==> run_1/floorplan.png <==
Pins as bars on the die edge. Tap cells in gray.
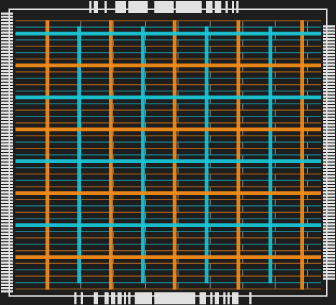
==> run_1/class_map.png <==
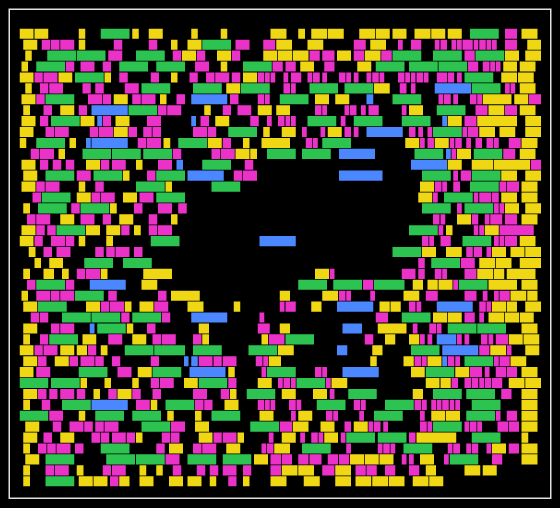
==> run_1/clock_wires.png <==
Scale bar: 50 um.
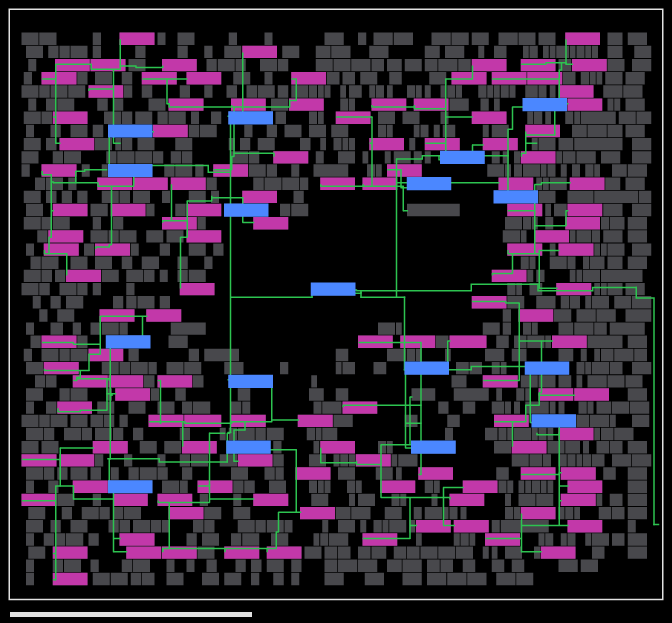
==> src/rtl/cardinal_pkg.sv <==
// Shared NIC constants and types for the cardinal node (processor <-> NIC <-> router).
package cardinal_pkg;

    localparam int unsigned DATA_WIDTH = 64;
    localparam int unsigned ADDR_WIDTH = 2;
    // Leftmost packet bit carries the virtual-channel (polarity) tag
    localparam int unsigned VC_BIT     = 0;

    typedef logic [0:DATA_WIDTH-1] packet_t;
    typedef logic [0:ADDR_WIDTH-1] nic_addr_t;

    localparam nic_addr_t NIC_IN_BUF   = 2'b00;
    localparam nic_addr_t NIC_IN_STAT  = 2'b01;
    localparam nic_addr_t NIC_OUT_BUF  = 2'b10;
    localparam nic_addr_t NIC_OUT_STAT = 2'b11;

endpackage

==> src/rtl/cardinal_nic_if.sv <==
// Processor register port plus router local-port handshake seen by the NIC.
interface cardinal_nic_if;
    import cardinal_pkg::*;

    nic_addr_t addr;
    packet_t   d_in;
    packet_t   d_out;
    logic      nicEn;
    logic      nicWrEn;
    logic      net_si;
    logic      net_ri;
    packet_t   net_di;
    logic      net_so;
    logic      net_ro;
    packet_t   net_do;
    logic      net_polarity;

    modport master (
        output addr, d_in, nicEn, nicWrEn, net_si, net_di, net_ro, net_polarity,
        input  d_out, net_ri, net_so, net_do
    );

    modport slave (
        input  addr, d_in, nicEn, nicWrEn, net_si, net_di, net_ro, net_polarity,
        output d_out, net_ri, net_so, net_do
    );

endinterface

==> src/rtl/nic_channel_buf.sv <==
// One-entry packet buffer with a full flag; load only lands when empty.
module nic_channel_buf
    import cardinal_pkg::*;
(
    input  logic    clk,
    input  logic    reset,
    input  logic    load,
    input  logic    drain,
    input  packet_t load_data,
    output packet_t data,
    output logic    full
);

    // Data is kept after a drain so an empty read still returns the last packet
    always_ff @(posedge clk) begin
        if (reset) begin
            data <= '0;
            full <= 1'b0;
        end else if (load && !full) begin
            data <= load_data;
            full <= 1'b1;
        end else if (drain) begin
            full <= 1'b0;
        end
    end

endmodule

==> src/rtl/cardinal_nic.sv <==
// Cardinal NIC: register decode for the processor and polarity-gated router bridge.
module cardinal_nic
    import cardinal_pkg::*;
(
    input  logic           clk,
    input  logic           reset,
    cardinal_nic_if.slave  bus
);

    logic    rd_en;
    logic    wr_en;
    logic    in_load;
    logic    in_drain;
    logic    in_full;
    packet_t in_buf;
    logic    out_load;
    logic    out_full;
    packet_t out_buf;
    logic    send;

    assign rd_en    = bus.nicEn & ~bus.nicWrEn;
    assign wr_en    = bus.nicEn &  bus.nicWrEn;

    assign in_load  = bus.net_si & ~in_full;
    assign in_drain = rd_en & (bus.addr == NIC_IN_BUF) & in_full;
    assign out_load = wr_en & (bus.addr == NIC_OUT_BUF) & ~out_full;

    // A packet leaves only when its VC tag matches the router's current phase
    assign send     = out_full & bus.net_ro & (out_buf[VC_BIT] == bus.net_polarity);

    assign bus.net_ri = ~in_full;
    assign bus.net_so = send;
    assign bus.net_do = out_buf;

    nic_channel_buf u_in_buf (
        .clk       (clk),
        .reset     (reset),
        .load      (in_load),
        .drain     (in_drain),
        .load_data (bus.net_di),
        .data      (in_buf),
        .full      (in_full)
    );

    nic_channel_buf u_out_buf (
        .clk       (clk),
        .reset     (reset),
        .load      (out_load),
        .drain     (send),
        .load_data (bus.d_in),
        .data      (out_buf),
        .full      (out_full)
    );

    // Combinational read mux; the processor samples it at the next edge
    always_comb begin
        bus.d_out = '0;
        if (rd_en) begin
            case (bus.addr)
                NIC_IN_BUF:   bus.d_out = in_buf;
                NIC_IN_STAT:  bus.d_out = DATA_WIDTH'(in_full);
                NIC_OUT_STAT: bus.d_out = DATA_WIDTH'(out_full);
                default:      bus.d_out = '0;
            endcase
        end
    end

endmodule

==> src/flat_wrapper.sv <==
// flat-port wrapper written by rule: the top's interface ports become plain ports
module cardinal_nic_flat import cardinal_pkg::*;
  (clk, reset, bus_addr, bus_d_in, bus_nicEn, bus_nicWrEn, bus_net_si, bus_net_di, bus_net_ro, bus_net_polarity, bus_d_out, bus_net_ri, bus_net_so, bus_net_do);
  cardinal_nic_if bus_i ();
  input  logic clk;
  input  logic reset;
  input wire logic [$bits(bus_i.addr)-1:0] bus_addr;
  input wire logic [$bits(bus_i.d_in)-1:0] bus_d_in;
  input wire logic [$bits(bus_i.nicEn)-1:0] bus_nicEn;
  input wire logic [$bits(bus_i.nicWrEn)-1:0] bus_nicWrEn;
  input wire logic [$bits(bus_i.net_si)-1:0] bus_net_si;
  input wire logic [$bits(bus_i.net_di)-1:0] bus_net_di;
  input wire logic [$bits(bus_i.net_ro)-1:0] bus_net_ro;
  input wire logic [$bits(bus_i.net_polarity)-1:0] bus_net_polarity;
  output wire logic [$bits(bus_i.d_out)-1:0] bus_d_out;
  output wire logic [$bits(bus_i.net_ri)-1:0] bus_net_ri;
  output wire logic [$bits(bus_i.net_so)-1:0] bus_net_so;
  output wire logic [$bits(bus_i.net_do)-1:0] bus_net_do;
  assign bus_i.addr = bus_addr;
  assign bus_i.d_in = bus_d_in;
  assign bus_i.nicEn = bus_nicEn;
  assign bus_i.nicWrEn = bus_nicWrEn;
  assign bus_i.net_si = bus_net_si;
  assign bus_i.net_di = bus_net_di;
  assign bus_i.net_ro = bus_net_ro;
  assign bus_i.net_polarity = bus_net_polarity;
  assign bus_d_out = bus_i.d_out;
  assign bus_net_ri = bus_i.net_ri;
  assign bus_net_so = bus_i.net_so;
  assign bus_net_do = bus_i.net_do;
  cardinal_nic u_core (.clk(clk), .reset(reset), .bus(bus_i));
endmodule
==> config.mk <==
export PLATFORM = sky130hd
export DESIGN_NAME = cardinal_nic_flat
export DESIGN_NICKNAME = d
export VERILOG_FILES = /design/src/rtl/cardinal_pkg.sv /design/src/rtl/cardinal_nic_if.sv /design/src/rtl/nic_channel_buf.sv /design/src/rtl/cardinal_nic.sv /design/src/flat_wrapper.sv
export SDC_FILE = /design/constraint.sdc
export NUM_CORES = 1
export LEC_CHECK = 0
export ABC_AREA = 0
export CORE_ASPECT_RATIO = 0.9
export CORE_MARGIN = 2
export CORE_UTILIZATION = 37
export DETAILED_ROUTE_END_ITERATION = 10
export PLACE_DENSITY = 0.76
export RECOVER_POWER = 50
export SETUP_SLACK_MARGIN = 0.15
export SYNTH_ARGS = -nofsm -noshare
export SYNTH_HDL_FRONTEND = slang
export SYNTH_SLANG_ARGS = --single-unit
==> constraint.sdc <==
create_clock -name clk -period 1.9 [get_ports clk]
set_clock_uncertainty 0.15 [all_clocks]
set_input_delay 0.57 -clock clk [delete_from_list [all_inputs] [get_ports clk]]
set_output_delay 0.57 -clock clk [all_outputs]
set_load 0.02 [all_outputs]
==> flow_summary.ini, run 1 <==
; yosys + openroad results
[floorplan]
dieWidth_um = 135
tapcell.inserted = 198
top_level_ports = 267
floorplanUtilization_pct = 38.2
fp.dieArea_sq_um = 16400

[final_layout]
largest_registers = u_core.u_in_buf.data x64, u_core.u_out_buf.data x64
layout_top_cell = sky130_fd_sc_hd__clkdlybuf4s50_1
inverters_excl_clock = 2
final_nets = 1056
drive_gt1_share_pct = 29.1
nonClkBufAreaFrac_pct = 31.6
layout.sequential_cells = 130
layout.area.comb_sq_um = 2860
instances_no_fill = 1130
clkbuf_count = 27
final-clk-cell-share_pct = 5.85
antenna-diode-count = 0
sh_comb_area_pct = 31.3
multiInputCombCellCount = 461
register_area_sq_um = 2610
most_frequent_cells_in_the_layout = sky130_fd_sc_hd__clkdlybuf4s50_1 (129), sky130_fd_sc_hd__nand2b_1 (128), sky130_fd_sc_hd__nand2_1 (128), sky130_fd_sc_hd__dfxtp_1 (128), sky130_fd_sc_hd__buf_6 (74)
area_growth_syn_to_layout_pct = 61.2
num-nonclk-buffers = 307
top_area_cell_class = buffers

[grt]
globalRouteMet1Util_pct = 23.6
grt.overflow.total = 0
grt_most_used_layer = met2
grt_max_degree = 52
initial_antenna_violation_count = 0
grtUsageMet2_pct = 31.3
global_route.usage.total_pct = 19.9
number_of_global_route_vias_before_repair = 4837
grt_first_pass_wirelength_um = 25300
met3_usage_pct = 9.36

[synth]
yosysWarningCount = 0
synth.distinct_cells = 22
yosysChipArea_sq_um = 5680
yosys-mux-area-fraction_pct = 11.5
postSynth.asyncResetShare_pct = 0
top_cell = sky130_fd_sc_hd__dfxtp_1
dominant_cell_area_share_pct = 45.8
syn-instance-count = 640
mappedNetlistArea_sq_um = 5680
fp_nets = 777
ys.flops = 130
post_synth_main_logic_family = simple AND/OR/NAND/NOR gates
netlist.top_cell.by_area = sky130_fd_sc_hd__dfxtp_1
synth.area.top_cells = sky130_fd_sc_hd__dfxtp_1 (46%), sky130_fd_sc_hd__nand2b_1 (14%), sky130_fd_sc_hd__mux2i_1 (11%), sky130_fd_sc_hd__nand2_1 (8.5%), sky130_fd_sc_hd__and2_1 (6.9%)
synth.cellmix.xorXnorShare_pct = 0.154
synth.cellmix.compoundShare_pct = 5.99
proportion_of_synthesized_chip_area_in_sequential_cells_pct = 45.8
synthAdderAreaFrac_pct = 0
syn-mean-instance-area_sq_um = 8.87
post_synth_edffs = 0
synth_stat.cells = 640
synthTopCellsByCount = sky130_fd_sc_hd__dfxtp_1 (130), sky130_fd_sc_hd__nand2b_1 (129), sky130_fd_sc_hd__nand2_1 (128), sky130_fd_sc_hd__mux2i_1 (65), sky130_fd_sc_hd__a21oi_1 (64)
synth.cellmix.simpleShare_pct = 31.3

[setup_path]
path_depth = 7
cell_family_with_most_cp_delay = buffers and inverters
worstPathArrival_ps = 1640
path_max_fanout = 15
crit_buf_inv = 5
critPathCapture = bus_d_out[15]
reg2reg_from = u_core.u_out_buf.full
setup.worst_path.start = bus_nicWrEn
critical_path.reg2reg.endpoint = u_core.u_out_buf.data[23]
r2r_cells = 4
ff2ff_setup_slack_ps = 120
sequence_of_cells_on_the_critical_path = buf_6 -> nor4b_4 -> buf_6 -> buf_12 -> buf_16 -> and2_2 -> buf_6
critPathSlowestCell = sky130_fd_sc_hd__nor4b_4
worst_path_largest_cell_delay_ps = 280
endpoint_type_of_the_worst_setup_path = primary output
start_kind = primary input
crit_required_ps = 1180
class_of_the_most_critical_setup_path = primary input to primary output

[routing]
post-route-drc-count = 0
drt-pass1-iter-count = 4
antenna_violating_nets_post_route = 0
route.final.wire_length_um = 16500
avgRoutedWirePerCell_um = 14.6
met3_length_um = 1830
detailedRoute.firstIterationViolations = 225
vias_per_cell = 4.58
routed.top_layer = met4
routed_wire_length_on_met2_um = 7530

[final_timing]
setup_total_negative_slack_ps = -28170
max_slew.worst_pin.slew_ps = 741
final_hold_viol_count = 0
maxSlewHeadroom_pct = 50.6
drv_slew = 0
setup-violations-final = 87
final.hold.worst_slack_ps = 300
layout_min_cycle_time_ps = 2360
max_freq_mhz = 423
fin_ws_ps = -464
fin_crit_sh_pct = 124
rsz_0062_raised_after_global_routing = true

[run_status]
outcome = finished with violations
violations = negative setup slack

[power_and_ir_drop]
power.leakage_nw = 3.80
power_frac_comb_pct = 12.6
power.switching_w = 0.00153
combinationalPower_w = 0.000851
power_frac_seq_pct = 43.1
total_power_w = 0.00672
power_density_nw_per_um2 = 735
cell_internal_pwr_w = 0.00520
power-top-group = the clock network
power_sequential_w = 0.00290
proportion_of_total_power_due_to_net_switching_pct = 22.7

[clocking]
clock_tree_from_tritoncts = built
path_clk_slew_ps = 50
post_cts_resize_count = 690
cts.hold.buffers_added = 0
htreeDepth = 4
cts-buffers-inserted = 17
cts.root.buffer_cell = sky130_fd_sc_hd__clkbuf_16
postCtsSetupRepairBufs = 7
clock_sinks = 130

[placement]
dp_worst_setup_slack_ps = -1320
placement.cell_area_sq_um = 8700
io_buffers = 266
routabilityCongestion = 0.777
post_detailed_placement_half_perimeter_wirelength_um = 11500

[flow_run]
openroad_warnings = 29
cap_violations = 0

[hold_path]
worstHoldEndpoint = u_core.u_in_buf.data[1]
hold_path_startpoint = u_core.u_in_buf.data[1]
min-delay-path-class = flip-flop to flip-flop
worst_hold_path.num_cells = 2
-- floorplan.png (at the start) --
- VDD: cyan
- VSS: orange
- met5 straps: 8
- rows: 42
height of the die: 122 um
worst IR drop on VDD: 0.587 mV

-- class_map.png (at the start) --
- remaining logic cells: magenta (cells 463)
- clock drivers and dummy loads: blue (cells 32)
- remaining buffers and delay cells: yellow (cells 307)
- sequential cells: green (cells 130)
core area: 14900 sq um
cell area after layout: 9150 sq um
sequential portion of the cell area: 28.5%
Util after Layout: 61.6%
number of placement rows: 42

-- clock_wires.png (at the start) --
- flip-flops: magenta (count 130)
- clock-net drivers: blue (count 17)
- clock wires: green (length 1690 um)
- routed clock nets: 18
- flops lie: all over the die
power of the clock network: 0.00298 W
clock share of power: 44.3%
Skew-Pair Late Insertion Delay: 410 ps

==> run_1/layers.png <==
Scale bar: 50 um.
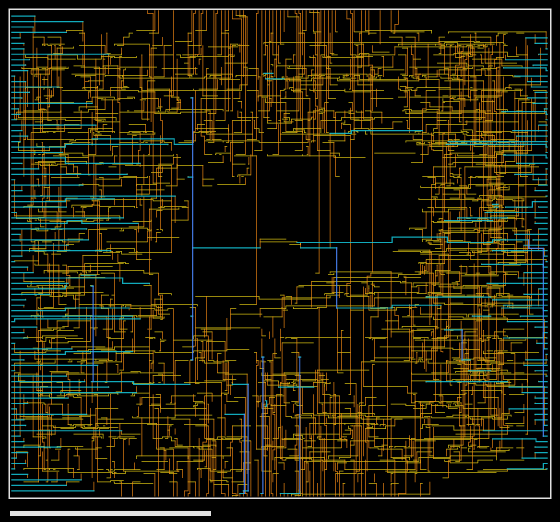

==> run 2, diff against run 1 <==
--- a/config.mk
+++ b/config.mk
@@ -8,9 +8,9 @@
 export ABC_AREA = 0
 export CORE_ASPECT_RATIO = 0.9
 export CORE_MARGIN = 2
-export CORE_UTILIZATION = 37
+export CORE_UTILIZATION = 41
 export DETAILED_ROUTE_END_ITERATION = 10
-export PLACE_DENSITY = 0.76
+export PLACE_DENSITY = 0.8
 export RECOVER_POWER = 50
 export SETUP_SLACK_MARGIN = 0.15
 export SYNTH_ARGS = -nofsm -noshare
==> constraint.sdc (replaced) <==
create_clock -name clk -period 2.57 [get_ports clk]
set_clock_uncertainty 0.15 [all_clocks]
set_input_delay 0.771 -clock clk [delete_from_list [all_inputs] [get_ports clk]]
set_output_delay 0.771 -clock clk [all_outputs]
set_load 0.02 [all_outputs]
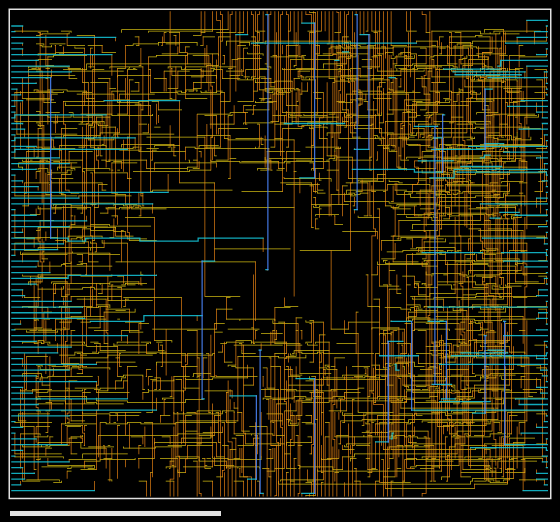
(run_2/layers.png)
Scale bar: 50 um.
- M3: cyan (wire length 1670 um)
- M2: orange (wire length 8960 um)
- M1: yellow (wire length 7500 um)
- M4: blue (wire length 522 um)
average detailed-routed wire length per instance: 16.6 um
all-layer global routing usage: 23.6%
Post-Route WL: 18700 um

==> run 2 against run 1 <==
  * First-iteration DRC count rose by 33%
  * Sequential power is 26% lower
  * Worst setup slack got worse by 87 ps
  * Die size down 9.5%
  * Critical path depth rose by 5
  * Register-to-register slack better by 670 ps
  * Sequential cell count is the same
  * Area after synthesis unchanged
  * The run still ends with negative setup slack left
  * Non-clock buffer count grew 25
==> flow_summary.ini, run 2 <==
; yosys + openroad results
[clocking]
post_cts_resize_count = 495
cts.root.buffer_cell = sky130_fd_sc_hd__clkbuf_16
htreeDepth = 4
cts.hold.buffers_added = 0
cts-buffers-inserted = 17
clock_sinks = 130
clkLatencyLatePin_ps = 410
path_clk_slew_ps = 50
clock_tree_from_tritoncts = built

[synth]
yosys-mux-area-fraction_pct = 11.5
synth.area.top_cells = sky130_fd_sc_hd__dfxtp_1 (46%), sky130_fd_sc_hd__nand2b_1 (14%), sky130_fd_sc_hd__mux2i_1 (11%), sky130_fd_sc_hd__nand2_1 (8.5%), sky130_fd_sc_hd__and2_1 (6.9%)
synthTopCellsByCount = sky130_fd_sc_hd__dfxtp_1 (130), sky130_fd_sc_hd__nand2b_1 (129), sky130_fd_sc_hd__nand2_1 (128), sky130_fd_sc_hd__mux2i_1 (65), sky130_fd_sc_hd__a21oi_1 (64)
dominant_cell_area_share_pct = 45.8
synth.cellmix.xorXnorShare_pct = 0.154
proportion_of_synthesized_chip_area_in_sequential_cells_pct = 45.8
top_cell = sky130_fd_sc_hd__dfxtp_1
synthAdderAreaFrac_pct = 0
yosysWarningCount = 0
synth.distinct_cells = 22
netlist.top_cell.by_area = sky130_fd_sc_hd__dfxtp_1
fp_nets = 777
yosysChipArea_sq_um = 5680
postSynth.asyncResetShare_pct = 0
synth.cellmix.compoundShare_pct = 5.99
mappedNetlistArea_sq_um = 5680
ys.flops = 130
syn-instance-count = 640
post_synth_edffs = 0

[floorplan]
tapcell.inserted = 168
top_level_ports = 267
floorplanUtilization_pct = 42.2
fp.dieArea_sq_um = 14800

[run_status]
outcome = finished with violations
violations = negative setup slack

[hold_path]
min-delay-path-class = flip-flop to flip-flop
hold_path_startpoint = u_core.u_in_buf.data[49]
worstHoldEndpoint = u_core.u_in_buf.data[49]
worst_hold_path.num_cells = 2

[setup_path]
crit_required_ps = 1650
critPathSlowestCell = sky130_fd_sc_hd__and3b_2
start_kind = primary input
path_depth = 12
critical_path.reg2reg.endpoint = u_core.u_in_buf.data[14]
worstPathArrival_ps = 2200
critPathCapture = bus_d_out[0]
path_max_fanout = 2
sequence_of_cells_on_the_critical_path = buf_8 -> buf_6 -> buf_6 -> buf_6 -> buf_6 -> buf_6 -> buf_6 -> buf_6 -> mux2i_2 -> o21ai_1 -> and3b_2 -> buf_6
r2r_cells = 5
ff2ff_setup_slack_ps = 790
reg2reg_from = u_core.u_in_buf.full
setup.worst_path.start = bus_addr[0]

[final_timing]
fin_ws_ps = -551
setup-violations-final = 64
fin_crit_sh_pct = 121
final.hold.worst_slack_ps = 305
drv_slew = 0
rsz_0062_raised_after_global_routing = true
layout_min_cycle_time_ps = 3120
final_hold_viol_count = 0
max_freq_mhz = 320
maxSlewHeadroom_pct = 52.1

[final_layout]
layout_top_cell = sky130_fd_sc_hd__clkdlybuf4s50_1
postLayoutCellArea_sq_um = 10100
clkbuf_count = 22
drive_gt1_share_pct = 24.7
most_frequent_cells_in_the_layout = sky130_fd_sc_hd__clkdlybuf4s50_1 (192), sky130_fd_sc_hd__dfxtp_1 (130), sky130_fd_sc_hd__nand2b_1 (128), sky130_fd_sc_hd__nand2_1 (128), sky130_fd_sc_hd__buf_6 (92)
instances_no_fill = 1121
sh_comb_area_pct = 29.2
antenna-diode-count = 0
register_area_sq_um = 2600
inverters_excl_clock = 2
num-nonclk-buffers = 332
largest_registers = u_core.u_in_buf.data x64, u_core.u_out_buf.data x64
layout.sequential_cells = 130
layout.area.comb_sq_um = 2960
finalCoreUtilization_pct = 75.2
final-clk-cell-share_pct = 5.97
final_nets = 1081

[power_and_ir_drop]
power_density_nw_per_um2 = 530
power_frac_comb_pct = 13.3
total_power_w = 0.00537
power.leakage_nw = 3.97
power_of_the_clock_network_w = 0.00250
combinationalPower_w = 0.000715
power.clock.fraction_pct = 46.7
power-top-group = the clock network
power_sequential_w = 0.00215
cell_internal_pwr_w = 0.00420

[routing]
routed_wire_length_on_met2_um = 8960
routed.top_layer = met4
met3_length_um = 1670
antenna_violating_nets_post_route = 0
drt-pass1-iter-count = 7
detailedRoute.firstIterationViolations = 300
post-route-drc-count = 0
vias_per_cell = 4.86

[grt]
met3_usage_pct = 9.79
grt_most_used_layer = met2
grt_first_pass_wirelength_um = 26800
globalRouteMet1Util_pct = 26.5
grt_max_degree = 75

[placement]
placement.cell_area_sq_um = 8550
dp_worst_setup_slack_ps = -1040
routabilityCongestion = 0.797
post_detailed_placement_half_perimeter_wirelength_um = 10800

[flow_run]
cap_violations = 0
openroad_warnings = 29
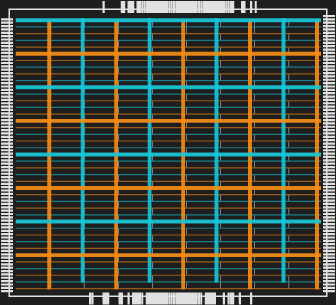
(run_2/floorplan.png)
Pins as bars on the die edge. Tap cells in gray.
- VDD: cyan
- VSS: orange
- met5 straps: 8
- signal pins: 267
- tap cells: 168
core area: 13500 sq um
worst IR drop on VDD: 0.488 mV
Die Width: 128 um
height of the die: 116 um

==> run_2/clock_wires.png <==
Scale bar: 50 um.
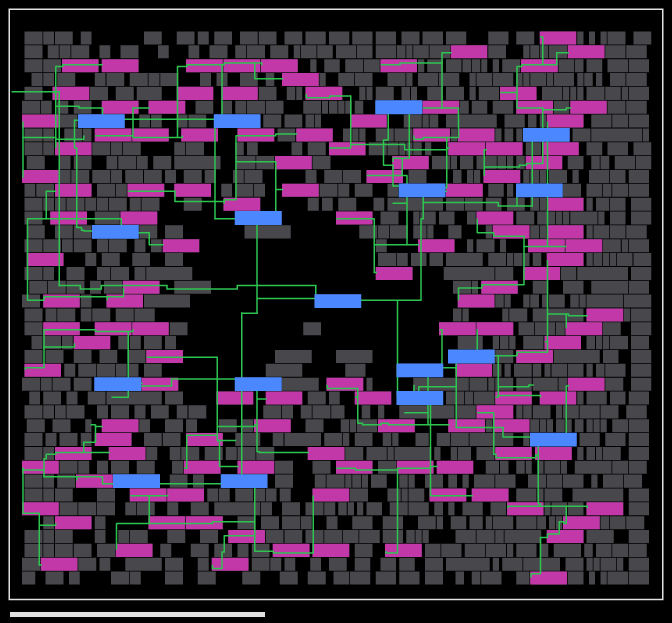

==> run 3, diff against run 2 <==
--- a/config.mk
+++ b/config.mk
@@ -12,7 +12,7 @@
 export DETAILED_ROUTE_END_ITERATION = 10
 export PLACE_DENSITY = 0.8
 export RECOVER_POWER = 50
-export SETUP_SLACK_MARGIN = 0.15
+export SETUP_SLACK_MARGIN = 0.1
 export SYNTH_ARGS = -nofsm -noshare
 export SYNTH_HDL_FRONTEND = slang
 export SYNTH_SLANG_ARGS = --single-unit
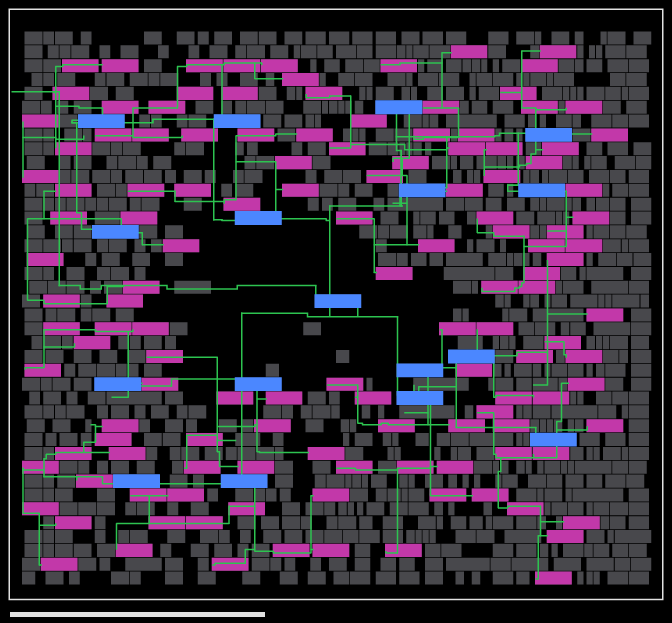
(run_3/clock_wires.png)
Scale bar: 50 um.
- clock-net drivers: blue (count 17)
- clock wires: green (length 1710 um)
- flip-flops: magenta (count 130)
- routed clock nets: 18
- flops lie: all over the die
power of the clock network: 0.00250 W
clock share of power: 47.0%

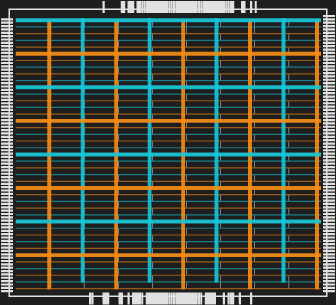
(run_3/floorplan.png)
Pins as bars on the die edge. Tap cells in gray.
- VSS: orange
- VDD: cyan
- met5 straps: 8
- signal pins: 267
- met4 straps: 9
worst IR drop on VDD: 0.487 mV

==> run 3 against run 2 <==
  * The flow still finishes with violations (negative setup slack)
  * Area after synthesis stayed put
  * Global-route usage is 0.057 points higher
  * Power is 0.80% lower
  * Final cell count is 1.5% lower
  * Clock power hardly changed
  * Count of clock-buffer cells in the layout stayed put
  * Die size stayed put
  * Register-to-register slack worse by 40 ps
  * Critical path type unchanged
==> flow_summary.ini, run 3 <==
; yosys + openroad results
[routing]
antenna_violating_nets_post_route = 0
met3_length_um = 1880
avgRoutedWirePerCell_um = 16.3
drt-pass1-iter-count = 4
vias_per_cell = 4.88
routed_wire_length_on_met2_um = 8500
routed.top_layer = met4
detailedRoute.firstIterationViolations = 359

[synth]
synth.cellmix.compoundShare_pct = 5.99
synthAdderAreaFrac_pct = 0
syn-instance-count = 640
top_cell = sky130_fd_sc_hd__dfxtp_1
dominant_cell_area_share_pct = 45.8
ys.flops = 130
proportion_of_synthesized_chip_area_in_sequential_cells_pct = 45.8
synthTopCellsByCount = sky130_fd_sc_hd__dfxtp_1 (130), sky130_fd_sc_hd__nand2b_1 (129), sky130_fd_sc_hd__nand2_1 (128), sky130_fd_sc_hd__mux2i_1 (65), sky130_fd_sc_hd__a21oi_1 (64)
netlist.top_cell.by_area = sky130_fd_sc_hd__dfxtp_1
yosysWarningCount = 0
synth.area.top_cells = sky130_fd_sc_hd__dfxtp_1 (46%), sky130_fd_sc_hd__nand2b_1 (14%), sky130_fd_sc_hd__mux2i_1 (11%), sky130_fd_sc_hd__nand2_1 (8.5%), sky130_fd_sc_hd__and2_1 (6.9%)
yosysChipArea_sq_um = 5680
mappedNetlistArea_sq_um = 5680
fp_nets = 777
yosys-mux-area-fraction_pct = 11.5

[setup_path]
critical_path.reg2reg.endpoint = u_core.u_in_buf.data[57]
crit_required_ps = 1650
r2r_cells = 5
critPathSlowestCell = sky130_fd_sc_hd__nor4b_4
start_kind = primary input
critPathCapture = bus_d_out[14]
reg2reg_from = u_core.u_in_buf.full
setup.worst_path.start = bus_addr[1]
path_max_fanout = 6
sequence_of_cells_on_the_critical_path = buf_8 -> nor4b_4 -> buf_6 -> buf_12 -> buf_6 -> buf_16 -> buf_8 -> and2_4 -> buf_6

[final_layout]
layout.sequential_cells = 130
layout_top_cell = sky130_fd_sc_hd__clkdlybuf4s50_1
num-nonclk-buffers = 315
finalCoreUtilization_pct = 72.4
clkbuf_count = 22
final-clk-cell-share_pct = 6.20
register_area_sq_um = 2600
largest_registers = u_core.u_in_buf.data x64, u_core.u_out_buf.data x64
final_nets = 1064
postLayoutCellArea_sq_um = 9740
most_frequent_cells_in_the_layout = sky130_fd_sc_hd__clkdlybuf4s50_1 (193), sky130_fd_sc_hd__dfxtp_1 (130), sky130_fd_sc_hd__nand2b_1 (128), sky130_fd_sc_hd__nand2_1 (128), sky130_fd_sc_hd__buf_6 (79)
drive_gt1_share_pct = 22.8
antenna-diode-count = 0
instances_no_fill = 1104

[power_and_ir_drop]
power.leakage_nw = 3.81
power_density_nw_per_um2 = 546
power_frac_comb_pct = 12.7
power_sequential_w = 0.00215
cell_internal_pwr_w = 0.00417
total_power_w = 0.00532
combinationalPower_w = 0.000674

[final_timing]
max_freq_mhz = 338
fin_ws_ps = -388
rsz_0062_raised_after_global_routing = true
layout_min_cycle_time_ps = 2960
final_hold_viol_count = 0
maxSlewHeadroom_pct = 50.9
setup-violations-final = 64
fin_crit_sh_pct = 115

[placement]
routabilityCongestion = 0.797
dp_worst_setup_slack_ps = -1040
placement.cell_area_sq_um = 8550

[floorplan]
height_of_the_die_um = 116
top_level_ports = 267
tapcell.inserted = 168
dieWidth_um = 128
fp.dieArea_sq_um = 14800

[clocking]
clock_sinks = 130
cts-buffers-inserted = 17
cts.hold.buffers_added = 0
clkLatencyLatePin_ps = 410
path_clk_slew_ps = 50
post_cts_resize_count = 493
htreeDepth = 4
cts.root.buffer_cell = sky130_fd_sc_hd__clkbuf_16
clock_tree_from_tritoncts = built

[flow_run]
openroad_warnings = 29
cap_violations = 0

[run_status]
outcome = finished with violations
violations = negative setup slack

[hold_path]
worst_hold_path.num_cells = 2
min-delay-path-class = flip-flop to flip-flop
worstHoldEndpoint = u_core.u_in_buf.data[23]

[grt]
met3_usage_pct = 10.0
grt_most_used_layer = met2
globalRouteMet1Util_pct = 26.2
Power is estimated from default activity; no workload was simulated.
